### src/rtl/lsu_rmw_if.sv
// Core request/response and data-memory signals of the load/store unit.
// slave is the LSU side, master is the core/memory environment side.
interface lsu_rmw_if #(
    parameter int ADDR_W = 32
);
    logic              req_valid;
    logic              req_ready;
    logic              req_write;
    logic [1:0]        req_size;
    logic              req_unsigned;
    logic [ADDR_W-1:0] req_addr;
    logic [31:0]       req_wdata;

    logic              resp_valid;
    logic [31:0]       resp_rdata;
    logic              resp_err;

    logic [ADDR_W-1:0] mem_addr;
    logic [31:0]       mem_din;
    logic              mem_read;
    logic              mem_write;
    logic [31:0]       mem_dout;

    modport slave (
        input  req_valid, req_write, req_size, req_unsigned, req_addr, req_wdata, mem_dout,
        output req_ready, resp_valid, resp_rdata, resp_err,
               mem_addr, mem_din, mem_read, mem_write
    );

    modport master (
        output req_valid, req_write, req_size, req_unsigned, req_addr, req_wdata, mem_dout,
        input  req_ready, resp_valid, resp_rdata, resp_err,
               mem_addr, mem_din, mem_read, mem_write
    );
endinterface

### src/rtl/lsu_rmw.sv
// Load/store unit in front of a word-only memory; sub-word stores use read-modify-write.
// Define LSU_MISALIGN_CHECK_EN to reject misaligned requests with resp_err instead of aligning them down.
module lsu_rmw #(
    parameter int ADDR_W        = 32,
    parameter int RESP_ON_STORE = 1
) (
    input  logic     clk,
    input  logic     reset,
    lsu_rmw_if.slave bus
);
    // state  | meaning
    // IDLE   | waiting for a request, req_ready high
    // LOAD   | read word, extract and extend the addressed field
    // WRITE  | full-word write of wdata_q
    // RMW_RD | read the word that a sub-word store will merge into
    // RMW_WR | write back the merged word
    // RESP   | one-cycle completion
    typedef enum logic [2:0] {
        IDLE   = 3'd0,
        LOAD   = 3'd1,
        WRITE  = 3'd2,
        RMW_RD = 3'd3,
        RMW_WR = 3'd4,
        RESP   = 3'd5
    } state_t;

    state_t            state;
    state_t            state_nxt;

    logic [ADDR_W-1:0] addr_q;
    logic [1:0]        size_q;
    logic              unsigned_q;
    logic              write_q;
    logic              err_q;
    logic [31:0]       wdata_q;
    logic [31:0]       rdata_q;
    logic [31:0]       merge_q;

    logic              req_is_word;
    logic              req_is_half;
    logic              go_err;
    logic              accept;
    logic [ADDR_W-1:0] addr_clr;
    logic [4:0]        bit_off;
    logic [15:0]       half_sel;
    logic [31:0]       load_ext;
    logic [31:0]       merged;

    logic              ready_c;
    logic              read_c;
    logic              write_c;
    logic              valid_c;
    logic [31:0]       din_c;
    logic [31:0]       rdata_c;

    assign req_is_word = bus.req_size[1];
    assign req_is_half = (bus.req_size == 2'b01);

`ifdef LSU_MISALIGN_CHECK_EN
    logic misaligned;
    assign misaligned = (req_is_half && bus.req_addr[0]) ||
                        (req_is_word && (bus.req_addr[1:0] != 2'b00));
    assign go_err     = misaligned;
`else
    assign go_err     = 1'b0;
`endif

    // Dropping the offending low bits makes a misaligned access fall back to its natural boundary.
    always_comb begin
        addr_clr = bus.req_addr;
        if (req_is_word) begin
            addr_clr[1:0] = 2'b00;
        end else if (req_is_half) begin
            addr_clr[0] = 1'b0;
        end
    end

    assign bit_off  = {addr_q[1:0], 3'b000};
    assign half_sel = addr_q[1] ? bus.mem_dout[31:16] : bus.mem_dout[15:0];

    always_comb begin
        load_ext = bus.mem_dout;
        if (size_q == 2'b00) begin
            load_ext = {24'd0, bus.mem_dout[bit_off +: 8]};
            if (!unsigned_q) begin
                load_ext[31:8] = {24{load_ext[7]}};
            end
        end else if (size_q == 2'b01) begin
            load_ext = {{16{half_sel[15] & ~unsigned_q}}, half_sel};
        end
    end

    always_comb begin
        merged = merge_q;
        if (size_q == 2'b00) begin
            merged[bit_off +: 8] = wdata_q[7:0];
        end else if (addr_q[1]) begin
            merged[31:16] = wdata_q[15:0];
        end else begin
            merged[15:0] = wdata_q[15:0];
        end
    end

    always_ff @(posedge clk) begin
        if (reset) begin
            state <= IDLE;
        end else begin
            state <= state_nxt;
        end
    end

    always_comb begin
        state_nxt = state;
        accept    = 1'b0;
        ready_c   = 1'b0;
        read_c    = 1'b0;
        write_c   = 1'b0;
        valid_c   = 1'b0;
        din_c     = 32'd0;
        rdata_c   = 32'd0;
        case (state)
            IDLE: begin
                ready_c = 1'b1;
                if (bus.req_valid) begin
                    accept = 1'b1;
                    if (go_err) begin
                        state_nxt = RESP;
                    end else if (!bus.req_write) begin
                        state_nxt = LOAD;
                    end else if (req_is_word) begin
                        state_nxt = WRITE;
                    end else begin
                        state_nxt = RMW_RD;
                    end
                end
            end
            LOAD: begin
                read_c    = 1'b1;
                state_nxt = RESP;
            end
            WRITE: begin
                write_c   = 1'b1;
                din_c     = wdata_q;
                state_nxt = RESP;
            end
            RMW_RD: begin
                read_c    = 1'b1;
                state_nxt = RMW_WR;
            end
            RMW_WR: begin
                write_c   = 1'b1;
                din_c     = merged;
                state_nxt = RESP;
            end
            RESP: begin
                valid_c   = !write_q || err_q || (RESP_ON_STORE != 0);
                rdata_c   = write_q ? 32'd0 : rdata_q;
                state_nxt = IDLE;
            end
            default: state_nxt = IDLE;
        endcase
    end

    // rdata_q is cleared at accept so an error response carries zero data.
    always_ff @(posedge clk) begin
        if (reset) begin
            addr_q     <= '0;
            size_q     <= 2'b00;
            unsigned_q <= 1'b0;
            write_q    <= 1'b0;
            err_q      <= 1'b0;
            wdata_q    <= 32'd0;
            rdata_q    <= 32'd0;
            merge_q    <= 32'd0;
        end else begin
            if (accept) begin
                addr_q     <= addr_clr;
                size_q     <= bus.req_size;
                unsigned_q <= bus.req_unsigned;
                write_q    <= bus.req_write;
                err_q      <= go_err;
                wdata_q    <= bus.req_wdata;
                rdata_q    <= 32'd0;
            end
            if (state == LOAD) begin
                rdata_q <= load_ext;
            end
            if (state == RMW_RD) begin
                merge_q <= bus.mem_dout;
            end
        end
    end

    // Memory strobes are gated by reset so an abandoned store never lands.
    assign bus.req_ready  = ready_c;
    assign bus.mem_read   = read_c & ~reset;
    assign bus.mem_write  = write_c & ~reset;
    assign bus.mem_din    = din_c;
    assign bus.mem_addr   = (state != IDLE) ? {addr_q[ADDR_W-1:2], 2'b00} : '0;
    assign bus.resp_valid = valid_c & ~reset;
    assign bus.resp_rdata = reset ? 32'd0 : rdata_c;

`ifdef LSU_MISALIGN_CHECK_EN
    assign bus.resp_err   = (state == RESP) && err_q && !reset;
`else
    assign bus.resp_err   = 1'b0;
`endif

endmodule

### src/flat_wrapper.sv
// flat-port wrapper written by rule: the top's interface ports become plain ports
module lsu_rmw_flat 
#(
    parameter int ADDR_W        = 32,
    parameter int RESP_ON_STORE = 1
)
  (clk, reset, bus_req_valid, bus_req_write, bus_req_size, bus_req_unsigned, bus_req_addr, bus_req_wdata, bus_mem_dout, bus_req_ready, bus_resp_valid, bus_resp_rdata, bus_resp_err, bus_mem_addr, bus_mem_din, bus_mem_read, bus_mem_write);
  lsu_rmw_if #(.ADDR_W(ADDR_W)) bus_i ();
  input  logic clk;
  input  logic reset;
  input wire logic [$bits(bus_i.req_valid)-1:0] bus_req_valid;
  input wire logic [$bits(bus_i.req_write)-1:0] bus_req_write;
  input wire logic [$bits(bus_i.req_size)-1:0] bus_req_size;
  input wire logic [$bits(bus_i.req_unsigned)-1:0] bus_req_unsigned;
  input wire logic [$bits(bus_i.req_addr)-1:0] bus_req_addr;
  input wire logic [$bits(bus_i.req_wdata)-1:0] bus_req_wdata;
  input wire logic [$bits(bus_i.mem_dout)-1:0] bus_mem_dout;
  output wire logic [$bits(bus_i.req_ready)-1:0] bus_req_ready;
  output wire logic [$bits(bus_i.resp_valid)-1:0] bus_resp_valid;
  output wire logic [$bits(bus_i.resp_rdata)-1:0] bus_resp_rdata;
  output wire logic [$bits(bus_i.resp_err)-1:0] bus_resp_err;
  output wire logic [$bits(bus_i.mem_addr)-1:0] bus_mem_addr;
  output wire logic [$bits(bus_i.mem_din)-1:0] bus_mem_din;
  output wire logic [$bits(bus_i.mem_read)-1:0] bus_mem_read;
  output wire logic [$bits(bus_i.mem_write)-1:0] bus_mem_write;
  assign bus_i.req_valid = bus_req_valid;
  assign bus_i.req_write = bus_req_write;
  assign bus_i.req_size = bus_req_size;
  assign bus_i.req_unsigned = bus_req_unsigned;
  assign bus_i.req_addr = bus_req_addr;
  assign bus_i.req_wdata = bus_req_wdata;
  assign bus_i.mem_dout = bus_mem_dout;
  assign bus_req_ready = bus_i.req_ready;
  assign bus_resp_valid = bus_i.resp_valid;
  assign bus_resp_rdata = bus_i.resp_rdata;
  assign bus_resp_err = bus_i.resp_err;
  assign bus_mem_addr = bus_i.mem_addr;
  assign bus_mem_din = bus_i.mem_din;
  assign bus_mem_read = bus_i.mem_read;
  assign bus_mem_write = bus_i.mem_write;
  lsu_rmw #(.ADDR_W(ADDR_W), .RESP_ON_STORE(RESP_ON_STORE)) u_core (.clk(clk), .reset(reset), .bus(bus_i));
endmodule
### config.mk
export PLATFORM = sky130hd
export DESIGN_NAME = lsu_rmw_flat
export DESIGN_NICKNAME = d
export VERILOG_FILES = /design/src/rtl/lsu_rmw_if.sv /design/src/rtl/lsu_rmw.sv /design/src/flat_wrapper.sv
export SDC_FILE = /design/constraint.sdc
export NUM_CORES = 1
export LEC_CHECK = 0
export ABC_AREA = 0
export CELL_PAD_IN_SITES_DETAIL_PLACEMENT = 1
export CELL_PAD_IN_SITES_GLOBAL_PLACEMENT = 1
export CORE_ASPECT_RATIO = 0.5
export CORE_MARGIN = 2
export CORE_UTILIZATION = 37
export DETAILED_ROUTE_END_ITERATION = 8
export PLACE_DENSITY = 0.89
export SLEW_MARGIN = 40
export SYNTH_ARGS = -nofsm -noshare
export SYNTH_HDL_FRONTEND = slang
export SYNTH_SLANG_ARGS = --single-unit
### constraint.sdc
create_clock -name clk -period 4.55 [get_ports clk]
set_clock_uncertainty 0.1 [all_clocks]
set_input_delay 0.91 -clock clk [delete_from_list [all_inputs] [get_ports clk]]
set_output_delay 0.91 -clock clk [all_outputs]
set_load 0.01 [all_outputs]
==> impl_metrics.ini <==
; generated from flow reports
[outcome]
status = complete, but fails checks
violations = DRC

[critical_path]
cp.required_ns = 3.54
r2r-end = u_core.wdata_q[30]
rrSetupSlack_ns = 2.10
regToRegStartpoint = u_core.state[0]
crit_type = reg -> out
worst_path_dominant_cell_family = AND-OR/OR-AND gates
crit_cells = 5
cp_cell_sequence = nand2b_1 -> or2_1 -> o21ai_1 -> a22o_1 -> clkdlybuf4s50_1
max_stage_delay_ns = 0.81
start_kind = flip-flop
critical_path.slowest_cell = o21ai_1
startpoint = u_core.state[2]
endpoint = bus_mem_din[7]
cp_max_fo = 21
crit_buf_inv = 1

[global_routing]
grt_first_pass_wirelength_um = 39460
antenna_found_initial = 1
top_usage_layer = met2
met2_usage_pct = 43.17
gr-usage-met3_pct = 6.714

[cells_and_area]
largest_class = logic gates
seq_share_pct = 28.87
logic_gates = 608
buffer_area_share_pct = 22.84
area.growth.synth_to_final_pct = 39.72
inverters_excl_clock = 9
comb_share_pct = 39.07
clk_share_pct = 5.731
final_common_cell = nand2_1
clock_buffers = 22
instances_no_fill = 1235
numSequentialCells = 135
layout.cells.most_common_list = nand2_1, clkdlybuf4s50_1, dfxtp_1, a21oi_1, and2_1
num-fill-cells = 2083
layout-drive-gt1-share_pct = 7.592

[hold_path]
hold_path_depth = 2
hold_path_startpoint = u_core.addr_q[20]
min_path_type = reg -> reg

[die]
top_level_ports = 204
fp.dieW_um = 194.4
taps = 234
die_y_um = 99.18
rows = 34

[yosys]
yosys.area.top_type_share_pct = 40.31
avgSynthCellArea_um2 = 8.146
ys_sh_aoi_pct = 26.32
async_flop_share_pct = 0
ys_cells = 823
syn_area_um2 = 6704
synth.top_cells.by_count = nand2_1, dfxtp_1, a21oi_1
ys_sh_adder_pct = 0.9332
post-synth-top-area-cell = dfxtp_1
ys_warn_count = 0
synthTopCellsByArea = dfxtp_1, nand2_1, a21oi_1
ys_chip_area_um2 = 6704
ys_ff = 135
ys_types = 50
xor_share_pct = 0
flop_cell = dfxtp_1
synth_seq_share_pct = 40.31
synth.logic.top_family = AND-OR/OR-AND gates
ys_sh_simple_pct = 22.27

[clocking]
h-tree-depth = 4
cts.sinks = 135
root_buffer = clkbuf_16
cts_setup_buffers = 0
cts.reportedPaths.clkPinSlew_ns = 0.06
cts_resized = 0
cts_buffer_depth = 2
clk_latency_ns = 0.41
cts_buffers = 17

[power]
p_clk_share_pct = 38.8
pg_seq_mw = 1.34
p_leak_nw = 3.316
seqPwrFrac_pct = 41.0
p_per_area_nw_per_um2 = 349.5
comb_power_uw = 660
swShare_pct = 29.97
top_power_group = registers

[sta]
timing.final.ws_setup_ns = 0.2921
maxSlewHeadroom_pct = 42.04
rsz0062_at_grt = false
setup_violations = 0
hold_violations = 0
drv_slew = 0
post-route-period-util_pct = 93.58

[route]
firstDrtPassIters = 7
dr.max_layer_used = met4
ant_nets = 0
wl_met2_um = 11900
drt_iter0_markers = 432
drc_errors = 7

[placed_design]
gp_congestion = 0.8672
placed_cells = 1201
dp_slack_ns = 0.7630
dp_hpwl_um = 18220
io_buffers = 200
Metal 1:
Bar = 50 um.
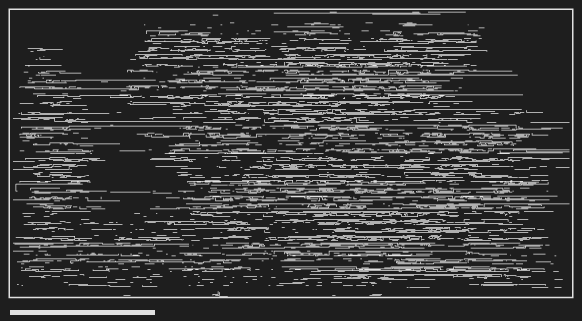
longest straight run	66.2 um
nets with wire on the layer	1010
wire length on this layer	11100 um
share of all routed wire	44%
vias: 6935
Detailed Route WL: 25450 um
met1 usage: 33.05%

Placement density heat map:
Bar = 50 um. 19 x 10 tiles, from black (low) to pale yellow (high), 0 to 100% covered.
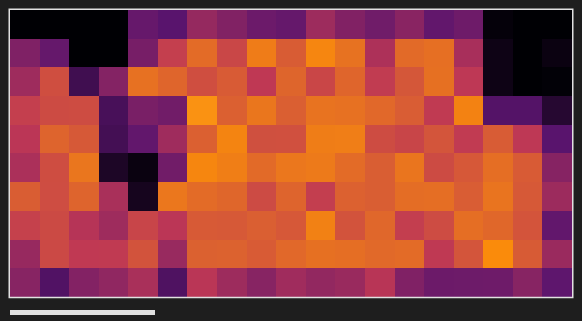
nearly empty tiles	6.3%
fullest tile	76%
mean over tiles	47%
densest ninth of the die	middle
tiles over 75% full	0.50%
Final Util: 53.31%
Core Area: 17570 um2
initial core utilization: 38.16%

Signal metal coverage by tile:
Bar = 50 um. 39 x 20 tiles, from black (low) to pale yellow (high), scaled to the fullest tile. Values are wire area over tile area, all layers added.
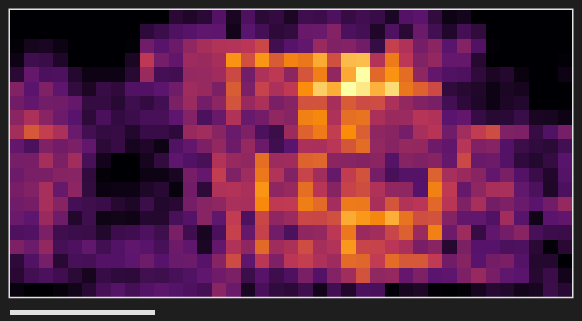
mean over tiles	0.21
fullest tile	0.74
nearly empty tiles	9.9%
emptiest ninth of the die	top left
tiles over half the peak	15%
Tot GR Track Use: 26.12%
routed len/inst: 20.61 um

